==> config.mk <==
export PLATFORM = sky130hd
export DESIGN_NAME = ram16x4_seq_reader
export DESIGN_NICKNAME = d
export VERILOG_FILES = /design/src/rtl/ram16x4_reader_pkg.sv /design/src/rtl/piso_shift_4bit.sv /design/src/rtl/ram16x4_seq_reader.sv
export SDC_FILE = /design/constraint.sdc
export NUM_CORES = 1
export LEC_CHECK = 0
export CORE_ASPECT_RATIO = 0.7
export CORE_MARGIN = 8
export CORE_UTILIZATION = 40
export DETAILED_ROUTE_END_ITERATION = 8
export PLACE_DENSITY = 0.79
export SKIP_LAST_GASP = 1
export SYNTH_ARGS = -nofsm -noshare
export SYNTH_HDL_FRONTEND = slang
export SYNTH_SLANG_ARGS = --single-unit
==> constraint.sdc <==
create_clock -name clk -period 3.5 [get_ports clk]
set_clock_uncertainty 0.15 [all_clocks]
set_input_delay 0.875 -clock clk [delete_from_list [all_inputs] [get_ports clk]]
set_output_delay 0.875 -clock clk [all_outputs]
set_load 0.1 [all_outputs]
==> src/rtl/ram16x4_reader_pkg.sv <==
`timescale 1ns/1ps
`default_nettype none
// ============================================================================
//  Module      : ram16x4_reader_pkg
//  Description : Shared types and constants for the 16x4 RAM sequential
//                reader. Build macro RAM16X4_SEQ_READER_PARITY_EN adds a
//                trailing even-parity bit to every serialized word.
//  Revision    : 1.0 - initial release
// ============================================================================
package ram16x4_reader_pkg;

    localparam int DEF_DATA_W = 4;
    localparam int DEF_ADDR_W = 4;

    typedef enum logic [1:0] {
        ST_IDLE  = 2'd0,
        ST_FETCH = 2'd1,
        ST_SHIFT = 2'd2,
        ST_DONE  = 2'd3
    } state_e;

    function automatic int bits_per_word(input int data_w);
`ifdef RAM16X4_SEQ_READER_PARITY_EN
        return data_w + 1;
`else
        return data_w;
`endif
    endfunction

    localparam int BITS_PER_WORD = bits_per_word(DEF_DATA_W);

endpackage
`default_nettype wire

==> src/rtl/piso_shift_4bit.sv <==
`timescale 1ns/1ps
`default_nettype none
// ============================================================================
//  Module      : piso_shift_4bit
//  Description : Parallel-load, right-shift register; sout is the LSB.
//  Revision    : 1.0 - initial release
// ============================================================================
module piso_shift_4bit #(
    parameter int WIDTH = 4
) (
    input  logic             clk,
    input  logic             rst_n,
    input  logic             load,
    input  logic             shift,
    input  logic [WIDTH-1:0] din,
    output logic             sout
);

    logic [WIDTH-1:0] r_q;

    always_ff @(posedge clk or negedge rst_n) begin
        if (!rst_n) begin
            r_q <= '0;
        end else if (load) begin
            r_q <= din;
        end else if (shift) begin
            r_q <= {1'b0, r_q[WIDTH-1:1]};
        end
    end

    assign sout = r_q[0];

endmodule
`default_nettype wire

==> src/rtl/ram16x4_seq_reader.sv <==
`timescale 1ns/1ps
`default_nettype none
// ============================================================================
//  Module      : ram16x4_seq_reader
//  Description : Walks an address range of a 16x4 RAM and streams each word
//                LSB-first over a valid/ready serial link. Optional parity
//                bit per word under RAM16X4_SEQ_READER_PARITY_EN.
//  Revision    : 1.0 - initial release
// ============================================================================
module ram16x4_seq_reader
    import ram16x4_reader_pkg::*;
#(
    parameter int DATA_W = DEF_DATA_W,
    parameter int ADDR_W = DEF_ADDR_W
) (
    input  logic              clk,
    input  logic              reset,
    input  logic              start,
    input  logic [ADDR_W-1:0] first_addr,
    input  logic [ADDR_W-1:0] last_addr,
    output logic [ADDR_W-1:0] ram_addr,
    output logic              ram_rd_en,
    input  logic [DATA_W-1:0] ram_data,
    output logic              ser_data,
    output logic              ser_valid,
    input  logic              ser_ready,
    output logic              busy,
    output logic              done
);

    localparam logic [1:0] c_S_IDLE  = ST_IDLE;
    localparam logic [1:0] c_S_FETCH = ST_FETCH;
    localparam logic [1:0] c_S_SHIFT = ST_SHIFT;
    localparam logic [1:0] c_S_DONE  = ST_DONE;

    localparam int                 c_BITS_PER_WORD = bits_per_word(DATA_W);
    localparam int                 c_CNT_W         = $clog2(c_BITS_PER_WORD);
    localparam logic [c_CNT_W-1:0] c_LAST_BIT      = c_CNT_W'(c_BITS_PER_WORD - 1);

    logic [1:0]         r_state;
    logic [1:0]         w_state_nxt;
    logic [ADDR_W-1:0]  r_addr_ptr;
    logic [ADDR_W-1:0]  r_last_addr;
    logic [c_CNT_W-1:0] r_bit_cnt;
    logic               w_accept;
    logic               w_word_end;
    logic               w_range_end;
    logic               w_shift_out;

    assign w_accept    = (r_state == c_S_SHIFT) && ser_ready;
    assign w_word_end  = w_accept && (r_bit_cnt == c_LAST_BIT);
    assign w_range_end = (r_addr_ptr == r_last_addr);

    always_comb begin
        w_state_nxt = r_state;
        case (r_state)
            c_S_IDLE:  if (start) w_state_nxt = c_S_FETCH;
            c_S_FETCH: w_state_nxt = c_S_SHIFT;
            c_S_SHIFT: if (w_word_end) w_state_nxt = w_range_end ? c_S_DONE : c_S_FETCH;
            c_S_DONE:  w_state_nxt = c_S_IDLE;
            default:   w_state_nxt = c_S_IDLE;
        endcase
    end

    // The pointer only moves on entry to FETCH, so it doubles as the held RAM address.
    always_ff @(posedge clk or negedge reset) begin
        if (!reset) begin
            r_state     <= c_S_IDLE;
            r_addr_ptr  <= '0;
            r_last_addr <= '0;
            r_bit_cnt   <= '0;
        end else begin
            r_state <= w_state_nxt;
            if ((r_state == c_S_IDLE) && start) begin
                r_addr_ptr  <= first_addr;
                r_last_addr <= last_addr;
            end else if (w_word_end && !w_range_end) begin
                r_addr_ptr <= r_addr_ptr + ADDR_W'(1);
            end
            if (r_state == c_S_FETCH) begin
                r_bit_cnt <= '0;
            end else if (w_accept) begin
                r_bit_cnt <= r_bit_cnt + c_CNT_W'(1);
            end
        end
    end

    piso_shift_4bit #(
        .WIDTH (DATA_W)
    ) u_shift (
        .clk   (clk),
        .rst_n (reset),
        .load  (r_state == c_S_FETCH),
        .shift (w_accept),
        .din   (ram_data),
        .sout  (w_shift_out)
    );

`ifdef RAM16X4_SEQ_READER_PARITY_EN
    logic r_parity;

    always_ff @(posedge clk or negedge reset) begin
        if (!reset) begin
            r_parity <= 1'b0;
        end else if (r_state == c_S_FETCH) begin
            r_parity <= ^ram_data;
        end
    end

    assign ser_data = (r_bit_cnt == c_CNT_W'(DATA_W)) ? r_parity : w_shift_out;
`else
    assign ser_data = w_shift_out;
`endif

    assign ram_addr  = r_addr_ptr;
    assign ram_rd_en = (r_state == c_S_FETCH);
    assign ser_valid = (r_state == c_S_SHIFT);
    assign busy      = (r_state == c_S_FETCH) || (r_state == c_S_SHIFT);
    assign done      = (r_state == c_S_DONE);

endmodule
`default_nettype wire

Fig. 1: close-up of the layout
Region (41, 28) to (66, 53) microns. Cells in grey, sequential cells in the stronger grey; small squares are vias.
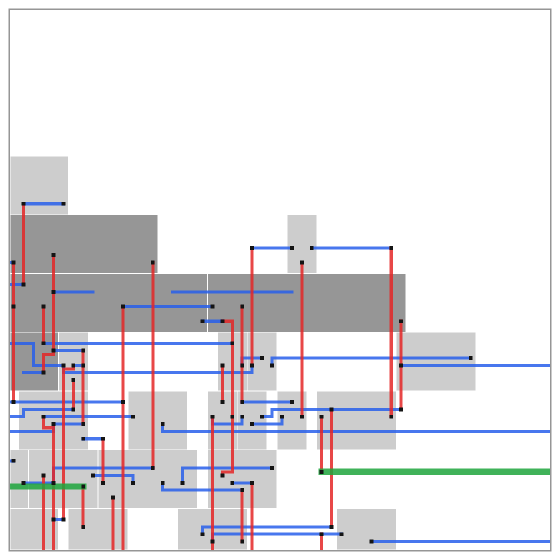
blue -> metal 1
red -> metal 2
green -> metal 3
cells with their middle in the window = 23
sequential cells in the window = 3
most frequent = nand2_1 (8), xor2_1 (4), clkdlybuf4s50_1 (4)
netlist names of flops here include = r_last_addr (3)

Fig. 2: M1 wires
Scale: 4 px per micron.
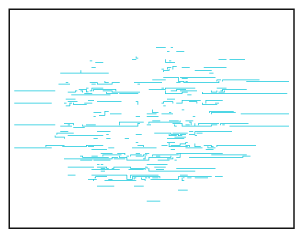
main direction = horizontal
share of all routed wire = 46%
nets with wire on the layer = 121
Vias: 705
met1 GRT Util: 11.3%
Detailed Route WL: 1850 microns

==> metrics.cfg <==
[worst_setup_path]
worstRegToRegCells=5
r2r-start=r_state[0]$_DFFE_PN0P_
path_cells=inv_1 -> ha_1 -> buf_4
critPathCapture=ram_rd_en
cp.buffers_inverters=2
cp_max_fo=11
cp_num_cells=3

[synthesis]
ys_cells=90
yosysChipArea_sq_um=842
top_cell=nand2_1
synthCells=90
mux_area_share_pct=3.57
syn_avg_cell_area_sq_um=9.36
yosysTopAreaCell=dfrtp_1
synthAoiAreaFrac_pct=11.6
common_cells=nand2_1, dfrtp_1, o21ai_0

[final_layout]
seqCellArea_sq_um=400
layout_top_cells=nand2_1, dfrtp_1, clkdlybuf4s50_1
seq_share_pct=36.4
comb_area_share_pct=38.4
layout_top_cell=nand2_1
clkbuf_count=3
fin_util_pct=53.3
logic_area_sq_um=423
clockNetworkAreaShare_pct=2.05

[timing]
holdWs_ns=0.366
fmax_ghz=0.394
period_used_pct=72.5
finalMaxSlewViolations=0
fin_crit_ns=2.54
rsz0062_at_grt=no

[die]
num_io_pins=25
dieArea_sq_mm=0.00385
std_cell_rows=14
dieHeight_microns=54.4

[placed_design]
dp.cells=135
pre_cts_ws_ns=1.02
dp_hpwl_microns=1480
port_buffers=24

[grt]
grt_max_degree=17
grtUsageTotal_pct=10.5
grt_pass1_wl_microns=3200
busiest_layer=met2
gr-usage-met3_pct=5.30

[clocking]
h-tree-depth=1
cts_tree=yes

[drt]
firstDrtPassIters=4
dr.max_layer_used=met3
wire_per_inst_microns=13.4

[run_status]
status=completed

[hold_path]
hp-class=reg -> reg

